$ cat config.mk
export PLATFORM = sky130hd
export DESIGN_NAME = logs_orbit_collector
export DESIGN_NICKNAME = d
export VERILOG_FILES = /design/src/rtl/logs_orbit_collector.sv
export SDC_FILE = /design/constraint.sdc
export NUM_CORES = 1
export LEC_CHECK = 0
export ABC_AREA = 1
export ABC_CLOCK_PERIOD_IN_PS = 4100
export CAP_MARGIN = 20
export CORE_MARGIN = 4
export CORE_UTILIZATION = 39
export CTS_CLUSTER_SIZE = 8
export DETAILED_ROUTE_END_ITERATION = 12
export GPL_TIMING_DRIVEN = 0
export SETUP_SLACK_MARGIN = 0.2
export SLEW_MARGIN = 30
export SYNTH_ARGS = -nofsm -noshare
export SYNTH_HDL_FRONTEND = slang
export SYNTH_SLANG_ARGS = --single-unit
$ cat constraint.sdc
create_clock -name clk -period 4.1 [get_ports clk]
set_input_delay 0.82 -clock clk [delete_from_list [all_inputs] [get_ports clk]]
set_output_delay 0.82 -clock clk [all_outputs]
set_load 0.01 [all_outputs]
$ cat src/rtl/logs_orbit_collector.sv
// Orbit collector for logs_iterate_map: resets the map, drops transient iterates,
// captures SAMPLES iterates per r value, hands each column off via valid/ack, then steps r.
module logs_orbit_collector #(
  parameter int unsigned     FRAC    = 4,
  parameter int unsigned     SETTLE  = 16,
  parameter int unsigned     SAMPLES = 8,
  parameter logic [FRAC+1:0] R_START = 6'h20,
  parameter logic [FRAC+1:0] R_STEP  = 6'h01,
  parameter logic [FRAC+1:0] R_END   = 6'h3F,
  parameter int unsigned     COL_W   = 6,
  localparam int unsigned    AW      = (SAMPLES > 1) ? $clog2(SAMPLES) : 1
) (
  input  logic              clk,
  input  logic              reset,
  input  logic              run,
  input  logic [FRAC-1:0]   x,
  input  logic              next_ready,
  output logic [FRAC+1:0]   r,
  output logic              map_reset,
  output logic              col_valid,
  input  logic              col_ack,
  output logic [COL_W-1:0]  col_index,
  input  logic [AW-1:0]     rd_addr,
  output logic [FRAC-1:0]   rd_data,
  output logic              sweep_wrap
);

  localparam int unsigned RW  = FRAC + 2;
  localparam int unsigned SCW = (SETTLE > 1) ? $clog2(SETTLE) : 1;

  typedef enum logic [2:0] {
    IDLE    = 3'd0,
    START   = 3'd1,
    SETTLE_S = 3'd2,
    CAPTURE = 3'd3,
    PRESENT = 3'd4
  } state_t;

  state_t state, state_next;

  logic [SCW-1:0]  settle_cnt;
  logic [AW-1:0]   wr_ptr;
  logic [FRAC-1:0] samples_q [SAMPLES];

  logic            settle_en;
  logic            wr_en;
  logic            advance;
  logic            settle_last;
  logic            wr_last;
  logic [RW:0]     sum;
  logic            wrap;

  assign settle_last = (settle_cnt == SCW'(SETTLE - 1));
  assign wr_last     = (wr_ptr == AW'(SAMPLES - 1));

  // r step in one extra bit so a carry out of the r field also forces a wrap
  assign sum  = {1'b0, r} + (RW+1)'(R_STEP);
  assign wrap = sum[RW] || (sum > {1'b0, R_END});

  // Live buffer readback; out-of-range addresses read as zero
  assign rd_data = (32'(rd_addr) < SAMPLES) ? samples_q[rd_addr] : '0;

  always_ff @(posedge clk or posedge reset) begin
    if (reset) begin
      state <= START;
    end else begin
      state <= state_next;
    end
  end

  always_comb begin
    state_next = state;
    settle_en  = 1'b0;
    wr_en      = 1'b0;
    advance    = 1'b0;
    case (state)
      IDLE: begin
        if (run) state_next = START;
      end
      START: begin
        state_next = SETTLE_S;
      end
      SETTLE_S: begin
        settle_en = next_ready;
        if (next_ready && settle_last) state_next = CAPTURE;
      end
      CAPTURE: begin
        wr_en = next_ready;
        if (next_ready && wr_last) state_next = PRESENT;
      end
      PRESENT: begin
        // ack takes priority over any coincident next_ready, which is simply ignored here
        advance = col_ack;
        if (col_ack) state_next = run ? START : IDLE;
      end
      default: begin
        state_next = IDLE;
      end
    endcase
  end

  always_ff @(posedge clk or posedge reset) begin
    if (reset) begin
      r          <= R_START;
      map_reset  <= 1'b1;
      col_valid  <= 1'b0;
      col_index  <= '0;
      sweep_wrap <= 1'b0;
      settle_cnt <= '0;
      wr_ptr     <= '0;
      for (int i = 0; i < int'(SAMPLES); i++) begin
        samples_q[i] <= '0;
      end
    end else begin
      map_reset  <= (state_next == IDLE) || (state_next == START);
      col_valid  <= (state_next == PRESENT);
      sweep_wrap <= 1'b0;

      if (state == START) begin
        settle_cnt <= '0;
        wr_ptr     <= '0;
      end

      if (settle_en) begin
        settle_cnt <= settle_last ? '0 : settle_cnt + SCW'(1);
      end

      if (wr_en) begin
        samples_q[wr_ptr] <= x;
        wr_ptr            <= wr_last ? '0 : wr_ptr + AW'(1);
      end

      // r only moves on the PRESENT exit, so it is stable whenever the map runs
      if (advance) begin
        if (wrap) begin
          r          <= R_START;
          col_index  <= '0;
          sweep_wrap <= 1'b1;
        end else begin
          r          <= sum[RW-1:0];
          col_index  <= col_index + COL_W'(1);
        end
      end
    end
  end

endmodule

==> flow_summary.toml <==
# physical design summary
[logic_synthesis]
synth.area.top_cells = "dfrtp_1 (48%), nand2_1 (9.5%), o21ai_0 (8.9%), inv_1 (5.6%), a21oi_1 (4.6%)"
ys_types = 32
post-synth-top-area-fraction_pct = 48.24
postSynthSeqShare_pct = 51.05
syn_area_per_cell_sq_um = 8.288

[die]
chipArea_sq_um = 8603
num_rows = 30
fp.dieH_um = 92.76
fp.dieW_um = 92.76
fp-utilization_pct = 40.78
ios = 31

[hold_path]
hold_path_startpoint = "samples_q[7]"
min_path_cells = 2
hold_path_class = "flop to flop"

[final_timing]
max_slew.worst_pin.slew_ps = 449.0
finalCritPeriodShare_pct = 89.66
fin_tns_setup_ps = 0
skew_ps = 7.088
finalCriticalPeriod_ps = 3676
hold_viol_final = 0

[routing]
drtPass1Iterations = 4
via_per_inst = 4.899
drc = 0
wl_um = 6149

[setup_path]
cp.arrival_ps = 2860
critPathMaxFanout = 10
cp_cell_sequence = "clkdlybuf4s50_1, clkbuf_1, o21ai_0, o21ai_0, a21oi_1, a31oi_1, clkdlybuf4s50_1"
r2r-end = "r[1]"
required_ps = 3280
critPathCaptureType = "output port"
worst_path_largest_cell_delay_ps = 560

[layout]
antennaDiodeCount = 0
area_growth_pct = 20.81

[clock_tree]
cts_made_buffers = 9
cts_max_level = 3
clock_sink_count = 57
post_cts_resized = 0
cts.reportedPaths.clkPinSlew_ps = 60
cts_root_buf = "clkbuf_8"
cts_tree = "yes"

[power]
p_leak_nw = 1.594
p_clk_share_pct = 27.2
p_per_area_nw_per_um2 = 470.7
p_switching_uw = 512.0
seqPwrFrac_pct = 49.1

[job]
max_cap_viol_count = 0
openroad.warnings = 27

[global_routing]
grt-ovfl-total = 0
globalRouteMet1Util_pct = 19.86
grt_max_degree = 42
grt_pass1_wl_um = 10550
gr-usage-met2_pct = 24.83
grt_pass1_vias = 2260

[outcome]
status = "complete, no violations"

[place]
io_buffers = 29
-- power groups by stage --
| stage | Combinational (mW) | Sequential, mW | Clock (mW) |
|---|---|---|---|
| floorplan | 0.280 | 0.776 | 0 |
| global placement | 0.369 | 0.788 | 0 |
| detailed placement | 0.383 | 0.793 | 0 |
| CTS | 0.384 | 0.783 | 0.445 |
| global route | 0.442 | 0.796 | 0.472 |
| finish | 0.378 | 0.783 | 0.433 |
-- per-stage QoR --
| step | utilization, % | total power [mW] | setup WS (ps) | instance area [sq um] | instances |
|---|---|---|---|---|---|
| detailed placement | 47.09 | 1.175 | 413.6 | 3234 | 464 |
| finish | 49.27 | 1.593 | 424.1 | 3385 | 477 |
| global route | 49.27 | 1.710 | 225.5 | 3385 | 477 |
| global placement | 46.76 | 1.158 | 403.5 | 3212 | 463 |
| floorplan | - | 1.056 | 1644 | 2801 | 338 |
| CTS | 49.27 | 1.612 | 410.7 | 3385 | 477 |
-- routing by layer --
layer	vias up	routed length, um
li1	1189	-
met1	1088	2859
met2	47	2909
met3	13	251
met4	0	128
met5	-	0
-- area by class of cell --
class,instances,area [sq um]
clock buffers,12,145.1
plain buffers,4,16.27
repair buffers,30,310.3
fillers,680,3485
inverters,45,171.4
clock inverters,1,5.005
well taps,96,120.1
multi-input cells,232,1186
flip-flops and latches,57,1430
-- cell usage in the layout, fill, tap and decap left out, types with 5 or more instances in the layout --
master,n
o21ai_0,50
nand2_1,71
clkbuf_8,10
a21oi_1,26
inv_1,41
ha_1,6
dfrtp_1,54
nand3_1,16
clkbuf_1,5
clkdlybuf4s50_1,29
nor2_1,32
-- state kept, by name (all words and copies together), names as in the netlist --
signal,cells
samples_q,32
col_index,6
r,6
settle_cnt,4
state,3
wr_ptr,3
col_valid,1
map_reset,1
sweep_wrap,1
-- worst max-delay path by stage --
stage               startpoint  slack [ps]  depth (start not counted)    endpoint
floorplan           rd_addr[1]        1640                          5  rd_data[0]
global placement    rd_addr[0]         400                          7  rd_data[2]
detailed placement  rd_addr[0]         410                          7  rd_data[2]
CTS                 rd_addr[0]         410                          7  rd_data[2]
global route        rd_addr[0]         230                          7  rd_data[2]
finish              rd_addr[0]         420                          7  rd_data[2]
-- cell families after synthesis --
| group | synth area share (%) |
|---|---|
| compound gates | 16.26 |
| xor+xnor | 0.9381 |
| fa+ha+maj | 2.680 |
| buf+inv | 6.610 |
| flops | 51.05 |
| simple gates | 22.47 |
-- worst max-delay path: cells and delay by family --
kind,cells,cell delay (ps)
buffers and inverters,3,1510
AOI/OAI and AO/OA,4,530
==> images/zoom.png <==
Region (34, 15) to (59, 40) um. Cells in gray, sequential cells in the stronger gray; small squares are vias.
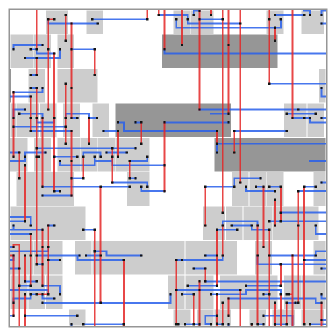
| color | layer |
|---|---|
| blue | met1 |
| red | met2 |
netlist names of flops here include: `samples_q` (2), `settle_cnt` (1)
sequential cells in the window: 3
cells with their middle in the window: 51
most frequent: nand2_1 (12), inv_1 (7), nor2_1 (6)

==> images/registers.png <==
Drawn at 3 px/um.
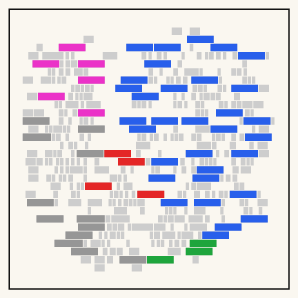
| color | signal | placed flops |
|---|---|---|
| blue | `samples_q` | 32 |
| red | `settle_cnt` | 4 |
| magenta | `col_index` | 6 |
| green | `wr_ptr` | 3 |
not colored: 12
fin util: 49.27%
flop share of the area: 42.25%
Sequential Area: 1430 sq um
total sequential power: 783 uW

==> images/gate_families.png <==
Drawn at 3 px/um.
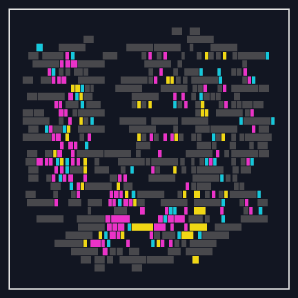
| color | family | cells | most used |
|---|---|---|---|
| magenta | NAND gates | 96 | nand2_1 |
| yellow | NOR gates | 39 | nor2_1 |
| cyan | inverters | 45 | inv_1 |

==> images/pins.png <==
Drawn at 4 px/um. Pins as bars across the die edge, other pins in gray.
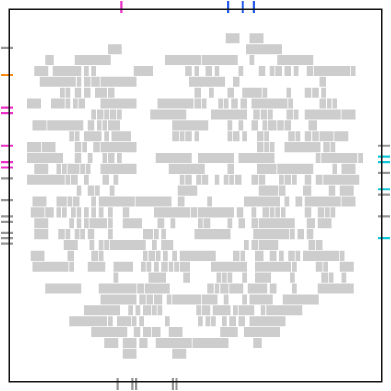
| color | port | pins | direction | edge |
|---|---|---|---|---|
| blue | `rd_addr` | 3 | input | top |
| orange | `reset` | 1 | input | left |
| magenta | `col_index` | 6 | output | 5 left, 1 top |
| cyan | `x` | 4 | input | right |

==> images/final_congestion.png <==
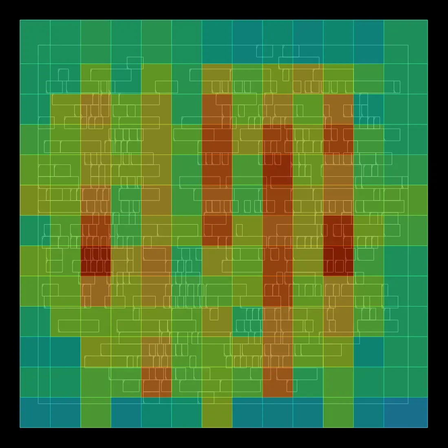
gr busiest metal: met2
met3 Use GR: 4.062%
overall global routing resource usage: 15.70%

No activity file was given, so power comes from the tool's default toggle rates.
